## config.mk

```make
export PLATFORM = sky130hd
export DESIGN_NAME = multicycle_control
export DESIGN_NICKNAME = d
export VERILOG_FILES = /design/src/rtl/mc_ctrl_pkg.sv /design/src/rtl/mc_ctrl_outdec.sv /design/src/rtl/multicycle_control.sv
export SDC_FILE = /design/constraint.sdc
export NUM_CORES = 1
export LEC_CHECK = 0
export CAP_MARGIN = 20
export CORE_UTILIZATION = 40
export DETAILED_ROUTE_END_ITERATION = 16
export PLACE_DENSITY = 0.67
export SETUP_SLACK_MARGIN = 0.3
export SYNTH_ARGS = -nofsm -noshare
export SYNTH_HDL_FRONTEND = slang
export SYNTH_SLANG_ARGS = --single-unit
export TNS_END_PERCENT = 30
```

## constraint.sdc

```tcl
create_clock -name clk -period 3.6 [get_ports clk]
set_clock_uncertainty 0.2 [all_clocks]
set_input_delay 0.72 -clock clk [delete_from_list [all_inputs] [get_ports clk]]
set_output_delay 0.72 -clock clk [all_outputs]
set_load 0.05 [all_outputs]
```

## src/rtl/mc_ctrl_pkg.sv

```systemverilog
// Shared definitions for the multicycle controller: state encoding, opcodes,
// datapath select encodings and the control-word bundle.
package mc_ctrl_pkg;

    typedef enum logic [3:0] {
        FETCH   = 4'd0,
        DECODE  = 4'd1,
        MEMADR  = 4'd2,
        MEMRD   = 4'd3,
        MEMWB   = 4'd4,
        MEMWR   = 4'd5,
        RTEXE   = 4'd6,
        RTWB    = 4'd7,
        ADDIEXE = 4'd8,
        ADDIWB  = 4'd9,
        BRANCH  = 4'd10,
        JUMP    = 4'd11,
        FAULT   = 4'd12
    } state_t;

    localparam logic [5:0] OP_RTYPE = 6'b000000;
    localparam logic [5:0] OP_LW    = 6'b100011;
    localparam logic [5:0] OP_SW    = 6'b101011;
    localparam logic [5:0] OP_ADDI  = 6'b001000;
    localparam logic [5:0] OP_BEQ   = 6'b000100;
    localparam logic [5:0] OP_J     = 6'b000010;

    localparam logic [1:0] ALUOP_ADD   = 2'b00;
    localparam logic [1:0] ALUOP_SUB   = 2'b01;
    localparam logic [1:0] ALUOP_FUNCT = 2'b10;

    localparam logic [1:0] SRCB_B       = 2'b00;
    localparam logic [1:0] SRCB_FOUR    = 2'b01;
    localparam logic [1:0] SRCB_IMM     = 2'b10;
    localparam logic [1:0] SRCB_IMM_SH2 = 2'b11;

    localparam logic [1:0] PCSRC_ALU    = 2'b00;
    localparam logic [1:0] PCSRC_ALUOUT = 2'b01;
    localparam logic [1:0] PCSRC_JUMP   = 2'b10;

    typedef struct packed {
        logic       iord;
        logic       mem_read;
        logic       mem_write;
        logic       ir_write;
        logic       reg_dst;
        logic       mem_to_reg;
        logic       reg_write;
        logic       alu_src_a;
        logic       pc_write;
        logic       pc_write_cond;
        logic [1:0] alu_op;
        logic [1:0] alu_src_b;
        logic [1:0] pc_source;
        logic       fault;
    } ctrl_t;

    // States that wait on memory and therefore feed the watchdog.
    function automatic logic is_mem_wait_state(input state_t s);
        return (s == FETCH) || (s == MEMRD) || (s == MEMWR);
    endfunction

endpackage

```

## src/rtl/mc_ctrl_outdec.sv

```systemverilog
// Combinational state-to-control decode. The JUMP decode exists only when
// MC_JUMP_EN is defined.
module mc_ctrl_outdec
    import mc_ctrl_pkg::*;
(
    input  state_t state,
    input  logic   mem_ready,
    input  logic   stall,
    output ctrl_t  ctrl
);

    always_comb begin
        ctrl = '0;
        case (state)
            FETCH: begin
                ctrl.mem_read  = 1'b1;
                ctrl.alu_src_b = SRCB_FOUR;
                ctrl.alu_op    = ALUOP_ADD;
                ctrl.pc_source = PCSRC_ALU;
                ctrl.ir_write  = mem_ready;
                ctrl.pc_write  = mem_ready;
            end
            DECODE: begin
                ctrl.alu_src_b = SRCB_IMM_SH2;
                ctrl.alu_op    = ALUOP_ADD;
            end
            MEMADR, ADDIEXE: begin
                ctrl.alu_src_a = 1'b1;
                ctrl.alu_src_b = SRCB_IMM;
                ctrl.alu_op    = ALUOP_ADD;
            end
            MEMRD: begin
                ctrl.iord     = 1'b1;
                ctrl.mem_read = 1'b1;
            end
            MEMWR: begin
                ctrl.iord      = 1'b1;
                ctrl.mem_write = 1'b1;
            end
            MEMWB: begin
                ctrl.reg_write  = 1'b1;
                ctrl.mem_to_reg = 1'b1;
            end
            RTEXE: begin
                ctrl.alu_src_a = 1'b1;
                ctrl.alu_src_b = SRCB_B;
                ctrl.alu_op    = ALUOP_FUNCT;
            end
            RTWB: begin
                ctrl.reg_write = 1'b1;
                ctrl.reg_dst   = 1'b1;
            end
            ADDIWB: begin
                ctrl.reg_write = 1'b1;
            end
            BRANCH: begin
                ctrl.alu_src_a     = 1'b1;
                ctrl.alu_src_b     = SRCB_B;
                ctrl.alu_op        = ALUOP_SUB;
                ctrl.pc_write_cond = 1'b1;
                ctrl.pc_source     = PCSRC_ALUOUT;
            end
`ifdef MC_JUMP_EN
            JUMP: begin
                ctrl.pc_write  = 1'b1;
                ctrl.pc_source = PCSRC_JUMP;
            end
`endif
            FAULT: begin
                ctrl.fault = 1'b1;
            end
            default: ;
        endcase

        // A hazard freeze suppresses every architectural side effect.
        if (stall) begin
            ctrl.pc_write      = 1'b0;
            ctrl.pc_write_cond = 1'b0;
            ctrl.ir_write      = 1'b0;
            ctrl.reg_write     = 1'b0;
            ctrl.mem_write     = 1'b0;
            ctrl.mem_read      = 1'b0;
        end
    end

endmodule

```

## src/rtl/multicycle_control.sv

```systemverilog
// Multicycle MIPS-style control FSM with memory-wait watchdog and retired
// counter. Define MC_JUMP_EN to build the j instruction.
module multicycle_control
    import mc_ctrl_pkg::*;
#(
    parameter int TIMEOUT_CYCLES = 16,
    parameter int CNT_W          = 32
) (
    input  logic             clk,
    input  logic             rst,
    input  logic [5:0]       opcode,
    input  logic             mem_ready,
    input  logic             stall,
    output logic             IorD,
    output logic             MemRead,
    output logic             MemWrite,
    output logic             IRWrite,
    output logic             RegDst,
    output logic             MemtoReg,
    output logic             RegWrite,
    output logic             ALUSrcA,
    output logic             PCWrite,
    output logic             PCWriteCond,
    output logic [1:0]       ALUOp,
    output logic [1:0]       ALUSrcB,
    output logic [1:0]       PCSource,
    output logic             illegal_op,
    output logic             fault,
    output logic [CNT_W-1:0] retired
);

    localparam int          WAIT_W    = (TIMEOUT_CYCLES > 1) ? $clog2(TIMEOUT_CYCLES + 1) : 1;
    localparam logic [31:0] TIMEOUT_U = 32'(TIMEOUT_CYCLES);

    state_t             state_reg;
    logic [WAIT_W-1:0]  wait_reg;
    logic [CNT_W-1:0]   retired_reg;
    logic               illegal_reg;
    ctrl_t              ctrl;
    logic               waiting;
    logic               timeout_hit;

    assign waiting     = is_mem_wait_state(state_reg) && !mem_ready && !stall;
    assign timeout_hit = (TIMEOUT_U != 32'd0) && ((32'(wait_reg) + 32'd1) >= TIMEOUT_U);

    always_ff @(posedge clk) begin
        if (rst) begin
            state_reg   <= FETCH;
            wait_reg    <= '0;
            retired_reg <= '0;
            illegal_reg <= 1'b0;
        end else begin
            illegal_reg <= 1'b0;
            if (!stall) begin
                if (waiting) begin
                    if (timeout_hit) begin
                        state_reg <= FAULT;
                        wait_reg  <= '0;
                    end else if (TIMEOUT_U != 32'd0) begin
                        wait_reg <= wait_reg + 1'b1;
                    end
                end else begin
                    // Any cycle that is not a memory wait either advances or
                    // sits in a non-memory state, so the wait count restarts.
                    wait_reg <= '0;
                    case (state_reg)
                        FETCH:   state_reg <= DECODE;
                        DECODE: begin
                            case (opcode)
                                OP_LW, OP_SW: state_reg <= MEMADR;
                                OP_RTYPE:     state_reg <= RTEXE;
                                OP_ADDI:      state_reg <= ADDIEXE;
                                OP_BEQ:       state_reg <= BRANCH;
`ifdef MC_JUMP_EN
                                OP_J:         state_reg <= JUMP;
`endif
                                default: begin
                                    state_reg   <= FETCH;
                                    illegal_reg <= 1'b1;
                                end
                            endcase
                        end
                        MEMADR:  state_reg <= (opcode == OP_SW) ? MEMWR : MEMRD;
                        MEMRD:   state_reg <= MEMWB;
                        RTEXE:   state_reg <= RTWB;
                        ADDIEXE: state_reg <= ADDIWB;
                        MEMWB, MEMWR, RTWB, ADDIWB, BRANCH: begin
                            state_reg   <= FETCH;
                            retired_reg <= retired_reg + 1'b1;
                        end
`ifdef MC_JUMP_EN
                        JUMP: begin
                            state_reg   <= FETCH;
                            retired_reg <= retired_reg + 1'b1;
                        end
`endif
                        FAULT:   state_reg <= FAULT;
                        default: state_reg <= FETCH;
                    endcase
                end
            end
        end
    end

    mc_ctrl_outdec u_outdec (
        .state     (state_reg),
        .mem_ready (mem_ready),
        .stall     (stall),
        .ctrl      (ctrl)
    );

    assign IorD        = ctrl.iord;
    assign MemRead     = ctrl.mem_read;
    assign MemWrite    = ctrl.mem_write;
    assign IRWrite     = ctrl.ir_write;
    assign RegDst      = ctrl.reg_dst;
    assign MemtoReg    = ctrl.mem_to_reg;
    assign RegWrite    = ctrl.reg_write;
    assign ALUSrcA     = ctrl.alu_src_a;
    assign PCWrite     = ctrl.pc_write;
    assign PCWriteCond = ctrl.pc_write_cond;
    assign ALUOp       = ctrl.alu_op;
    assign ALUSrcB     = ctrl.alu_src_b;
    assign PCSource    = ctrl.pc_source;
    assign fault       = ctrl.fault;
    assign illegal_op  = illegal_reg;
    assign retired     = retired_reg;

endmodule

```

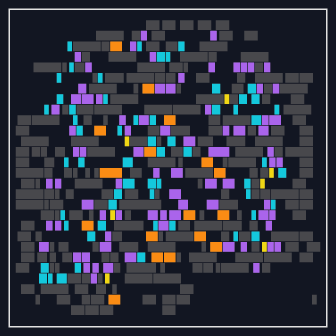
gates.png
[cyan] nand cells | cells: 58 | most used: nand2_1
[orange] xor and xnor cells | cells: 17 | most used: xnor2_1
[purple] aoi and oai cells | cells: 78 | most used: a21oi_1
[yellow] inv cells | cells: 7 | most used: inv_1

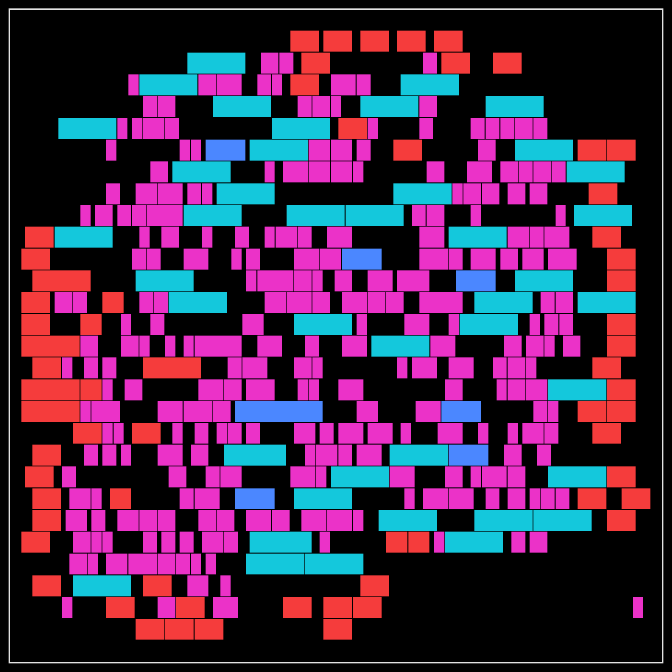
class_map.png
[red] remaining buffers and delay cells | cells: 63
[cyan] registers | cells: 42
[blue] clock drivers and dummy loads | cells: 7
[magenta] remaining logic cells | cells: 256
area of the core: 0.00599 mm^2
FP Rows: 28
sequential cell area share: 25.8%
Finished Cell Area: 0.00327 mm^2
utilization of the core after routing: 54.5%

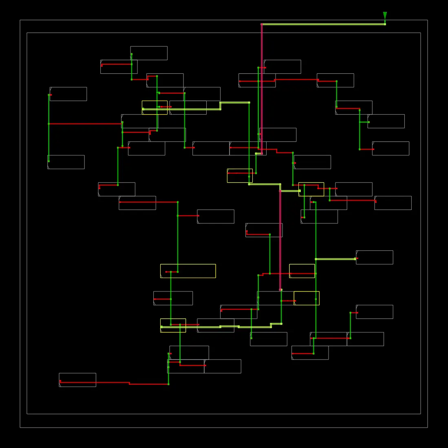
clock_nets.png
number of clock sinks: 42
FF+latch count: 42
cts bufs inserted: 5

==> summary.txt <==
Update from the flow run.

The run finished with clean final reports. The via count of the first global-routing pass was 2,179. OpenSTA lists the critical path endpoint as fault. The prevailing logic family in the synthesized netlist is simple AND/OR/NAND/NOR gates. The arrival time of data at the worst endpoint is listed as ~2200 ps. The count of antenna-violating nets left after detailed routing is 0. The clock latency of the later-clocked register in the worst-skew pair is 300 ps.

The critical path data required time is 2680 ps. The yosys stat chip area is between 0.002 and 0.003 mm^2. The combinational gate power is about 0.18 mW.

The largest part of the power goes to sequential cells. The power attributed to sequential cells is between 0.4 and 0.5 mW. The global-route met1 utilization is 24.8%.

The commonest cells after synthesis are sky130_fd_sc_hd__dfxtp_1 (42), sky130_fd_sc_hd__nor2_1 (32), sky130_fd_sc_hd__a21oi_1 (28), sky130_fd_sc_hd__nand2_1 (25), sky130_fd_sc_hd__o21ai_0 (18). In the layout the commonest cells are sky130_fd_sc_hd__clkdlybuf4s50_1 (52), sky130_fd_sc_hd__dfxtp_1 (40), sky130_fd_sc_hd__nor2_1 (32). The final hold violation count is 0. The startpoint of the most critical hold path is wait_reg[4]. For this design the top-level I/O count stands at approximately 60. The number of warnings printed during yosys synthesis is 0. The worst path in the final design needs a cycle of approximately 3100 ps, including I/O delays and setup. The startpoint identified for the worst register-to-register timing path is state_reg[2]. The number of cells in Yosys stat is 323. The proportion of synthesized area in mux cells is 0%. Per the area breakdown, the dominant cell category is combinational gates. The vertical die dimension reported for this design is 81.4 um. Among all stages on the critical path, the largest delay is contributed by sky130_fd_sc_hd__clkdlybuf4s50_1. The internal portion of total power is between 0.7 and 0.8 mW. The number of non-clock buffers is ~63. The highest layer touched by signal routing is met4. The chip footprint is 0.00663 mm^2.

During tapcell insertion the tool placed between 70 and 80 well taps. The wire length per cell after detailed routing is 13.9 um. Warnings raised by the tools during the run amount to 27.

For reference, the final report shows the max-slew violation count at 0. The initial cell density of the core is between 40 and 50%. The routed length on met3 is roughly 310 um. The layout report lists the non-clock buffer share of cell area as slightly above 20%.

The power per cell area is about 320 mW/mm^2.
Power and IR drop assume default switching activity.
